**Run 1: the metal 1 layer**

The bar under the picture is 20 µm long.
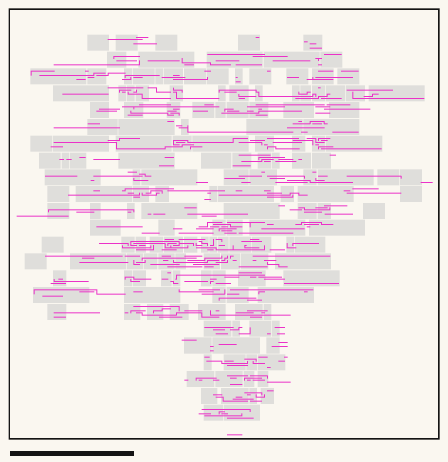
**Run 1: met2 routing**

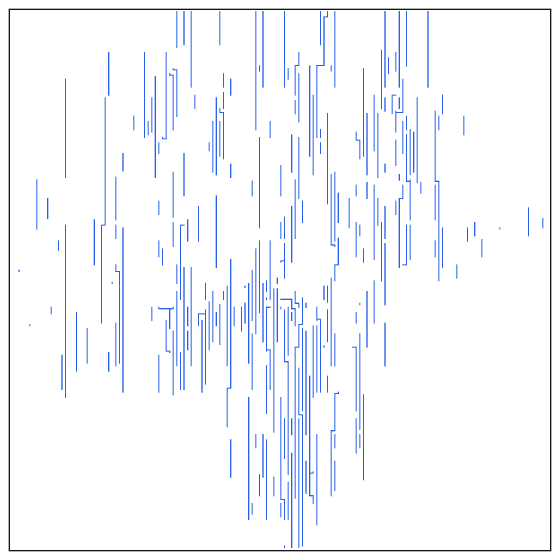
**Run 1: the metal 3 layer**

The bar under the picture is 20 µm long.
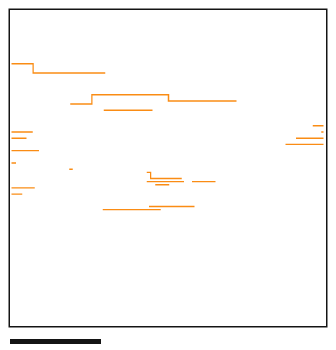
**Run 1: sizing map**

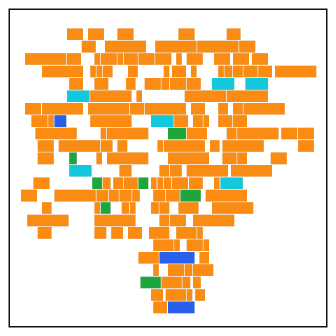
==> config.mk <==
export PLATFORM = sky130hd
export DESIGN_NAME = life_step_scheduler
export DESIGN_NICKNAME = d
export VERILOG_FILES = /design/src/rtl/life_step_scheduler.sv
export SDC_FILE = /design/constraint.sdc
export NUM_CORES = 1
export LEC_CHECK = 0
export CORE_MARGIN = 2
export CORE_UTILIZATION = 35
export DETAILED_ROUTE_END_ITERATION = 12
export PLACE_DENSITY = 0.69
export SYNTH_ARGS = -nofsm -noshare
export SYNTH_HDL_FRONTEND = slang
export SYNTH_SLANG_ARGS = --single-unit
==> constraint.sdc <==
create_clock -name clock -period 3.5 [get_ports clock]
set_input_delay 1.05 -clock clock [delete_from_list [all_inputs] [get_ports clock]]
set_output_delay 1.05 -clock clock [all_outputs]
set_load 0.005 [all_outputs]
==> flow_results.org <==
#+TITLE: Flow metrics

** Critical path
- Levels on crit path :: 8
- STA classifies the critical path endpoint as a flip-flop.
- STA classifies the critical path startpoint as an input pin.
- Worst-path cell with the longest stage delay :: sky130_fd_sc_hd__clkdlybuf4s50_1
- Listed in order, past its start point the critical path passes clkdlybuf4s50_1, or3_1, ha_1, nand2b_1, a211oi_2, o31ai_4, nor2_2, a221o_1.
- Family with the most delay on the worst path :: AND-OR/OR-AND gates
- Largest fanout on the critical path :: 10
- The required time at the worst endpoint is listed as approximately 3.7 ns.
- STA shows the worst reg2reg path with a cell count of 7.
- Data arrives at the worst endpoint at approximately 3.3 ns.
- In this run the register-to-register setup slack is around 1.6 ns.
- Per the post-run analysis, buffers plus inverters along the critical path come to 1.
- The timing report gives the biggest stage delay along the critical path as slightly above 0.5 ns.
- Type of the worst setup path :: input pin to flip-flop

** Power
- The power report shows net switching accounting for ~31% of the total.
- Power after layout :: between 1000 and 1500 µW
- Cell-internal power :: between 700 and 800 µW
- Looking at the power breakdown, combinational cells take between 20% and 30% of the total.
- Looking at the power breakdown, the clock network takes around 28% of the total.
- Power per standard cell area :: ~530 nW/µm²
- Net switching power :: 311 µW
- Leakage :: about 0.00085 µW
- Worst IR drop on VDD :: around 0.29 mV
- Sequential group share of total power :: 46.6%

** Synth
- Measured against the total synthesized area, the mux share comes to less than 1%.
- Fraction of post-synthesis cell area in the top cell type by area :: between 50 and 60%
- The post-synth count of flops with an enable pin is 0.
- Post-Synthesis Net Count :: 150
- The post-synth register bit count is 30.
- Yosys cell count :: 132
- Sequential cell area fraction in the yosys report :: roughly half
- Most numerous cell in the Yosys netlist :: sky130_fd_sc_hd__dfrtp_1
- Counting every instance in the synthesized netlist gives 132.
- Number of distinct standard cells referenced by the synthesized netlist :: 38
- Simple-gate area share of the yosys netlist :: around 18%
- Post-synth top cells :: sky130_fd_sc_hd__dfrtp_1 (30), sky130_fd_sc_hd__xnor2_1 (13), sky130_fd_sc_hd__nand2_1 (10)
- After Yosys synthesis, AND-OR and OR-AND compound gates account for between 10 and 15% of the synthesized area.
- The synthesis run identifies the leading combinational cell family as simple AND/OR/NAND/NOR gates.
- The biggest area contributor in the post-synthesis netlist is sky130_fd_sc_hd__dfrtp_1.
- A synthesized cell averages about 11 µm².
- Looking at the cell usage after synthesis, the top flip-flop cell is sky130_fd_sc_hd__dfrtp_1.
- Area of the mapped netlist :: roughly 1500 µm²
- Synthesized chip area reported by yosys :: 1490 µm²
- The main area contributors are sky130_fd_sc_hd__dfrtp_1 (50%), sky130_fd_sc_hd__xnor2_1 (7.6%), sky130_fd_sc_hd__ha_1 (7.6%).
- Warnings from Yosys :: 0
- In the synthesized netlist the async set-or-reset flop fraction comes to 100%.
- Xor/xnor cell area share of the yosys netlist :: a little under a tenth
- Adder Area Share :: under 10%

** Route
- First drt pass iteration count :: 4
- Remaining DRCs :: 0
- Number of vias per cell :: a little over 5
- The count of nets left with antenna violations once routing finished came out at 0.
- Wire length per cell :: approximately 13 µm
- Count of routing violations after the opening detailed-route iteration :: between 50 and 60

** Finish
- Across the whole layout, storage elements make up 39.2% of the cell area.
- Non-clock inverters in the final layout number 5.
- Multi-input gate share of the layout cell area :: between 30% and 40%
- Clock buffers in the final layout number 7.
- Registers take ~750 µm².
- Of all the cell area in the finished design, non-clock buffers hold ~15%.
- Area of the multi-input gates :: about 700 µm²
- Counting only logic cells after layout, the most numerous master is sky130_fd_sc_hd__dfrtp_1.
- The register with the most flip-flops in the layout has 16 of them.
- In the final layout, the share of cells above drive strength 1 is 9.58%.
- Portion of the layout cell area used by clock cells :: around 4.8%
- The design has 30 sequential cells.
- Final core occ :: 47.1%
- # fillers :: roughly 380
- For this run, the script counts the antenna cells in the layout as 0.
- Commonest cells after routing, fill and taps aside :: sky130_fd_sc_hd__dfrtp_1 (30), sky130_fd_sc_hd__clkdlybuf4s50_1 (27), sky130_fd_sc_hd__xnor2_1 (13)
- Number of nets in the layout :: 184
- The final report lists a non-filler cell total of 217.
- The final design was reported to hold multi-input combinational gates totalling between 90 and 100.
- Top class by area :: registers

** STA
- Unrepaired setup endpoints after global routing :: false
- Worst slew margin relative to its limit :: 60.7%
- Max frequency :: around 320 MHz
- Final Hold Viols :: 0
- Worst slew pin tran :: a little under 0.6 ns
- Worst hold-check slack :: around 0.41 ns
- The final timing report lists a max-slew violation count of 0.
- Share of the clock period used by the worst path :: 89.0%
- Final setup violating endpoints :: 0
- Minimum clock period :: about 3.1 ns
- Sum Neg Setup Slack :: 0 ns
- After layout, the setup clock skew is reported as between 0.004 and 0.005 ns.
- After layout, the worst setup slack is a little under 0.4 ns.

** Clock network
- The number of gates resized after CTS was 0.
- The clock tree has to reach 30 sinks.
- Buffers inserted to repair hold after CTS numbered 0.
- TritonCTS built the clock tree.
- Clock tree synthesis selected as its root buffer the cell sky130_fd_sc_hd__clkbuf_8.
- The clock reaches the later pin of the worst-skew pair after 0.28 ns.
- Once the clock tree was built, the setup fixing pass inserted 0 buffers.
- CTS HTree Levels :: 2
- CTS buffer count :: 5
- On the reported timing paths, the clock transition at the registers reads around 0.060 ns.
- The clock passes through at most 2 buffers.

** Placement
- In this run the tool buffered the top-level ports with 27 buffer cells.
- In the placement report, post-DP HPWL is listed as about 2.2 mm.
- Per the detailed placement report, the placed cell area equals 1820 µm².
- Number of placed instances with taps included :: between 200 and 250
- The final weighted congestion recorded by global placement is around 0.82.
- Post-Place Worst Slack :: roughly 0.10 ns

** Global route
- Pin count of the biggest net entering global routing :: 31
- Across every metal layer, demand over resource in global routing totals between 10% and 20%.
- Gr ovfl total :: 0
- Number of global-route vias before repair :: approximately 1100
- The first global-routing pass estimated 5.12 mm of wire.
- The initial antenna violation count came to 0.

** Floorplan
- Die footprint :: roughly 4800 µm²
- Core outline area :: just over 4000 µm²
- Measured along the x axis, the die boundary spans a little under 70 µm.
- Well-Tap Cells :: ~50
- After floorplanning, the core was divided into 23 placement rows.
- 28 I/O pins were placed.
- Initial core utilization :: a little under two fifths
- The die is a little under 70 µm tall.

** Min path
- WHS Path Cells :: 0
- The path class of the tightest hold or removal check is flip-flop to flip-flop.

** Run
- Count of max-cap constraint violations :: 0
- Number of logged tool warnings :: 26

** Outcome
- Run status :: finished clean
## Picture notes: 'the metal 1 layer'
share of all routed wire = 44%
nets with wire on the layer = 163
vias after detailed routing: 1105
met1 capacity usage during global routing: 16.1%
final WL: 2.93 mm

## Picture notes: 'met2 routing'
share of all routed wire = 49%
wire length on this layer = 1430 µm
nets with wire on the layer = 158
longest straight run = 22.1 µm
met2 global-route usage: 22.4%

## Picture notes: 'the metal 3 layer'
main direction = horizontal
nets with wire on the layer = 17
longest straight run = 16.8 µm
wire length on this layer = 155 µm
M3 GR Usage: 4.94%

## Picture notes: 'sizing map'
blue -> x3 and x4  # cells 3
orange -> x1 and smaller  # cells 151
cyan -> x6 and larger  # cells 6
green -> x2  # cells 7
synthesis-to-layout area growth: 28.5%
Post-Layout Inst Area: 1910 µm²
Non-clk bufs: 28

run 1: power groups by stage:
stage | Combinational [µW] | Clock, µW | Sequential, µW
after global placement | 241 | 0 | 472
final | 256 | 284 | 471
after detailed placement | 258 | 0 | 474
after global routing | 286 | 308 | 482
after CTS | 260 | 288 | 470
after floorplan | 150 | 0 | 463
run 1: layer usage:
layer | wire length (µm) | global-route usage (%) | vias to the layer above | share of wire [%]
met3 | 155 | 4.94 | 6 | 5.3
met2 | 1430 | 22.4 | 27 | 49
met5 | 0 | 0 | - | 0
li1 | - | - | 541 | -
met1 | 1300 | 16.1 | 531 | 44
met4 | 40 | 5.23 | 0 | 1.4
Power figures rest on the tool's default switching activity, not on a simulated workload.
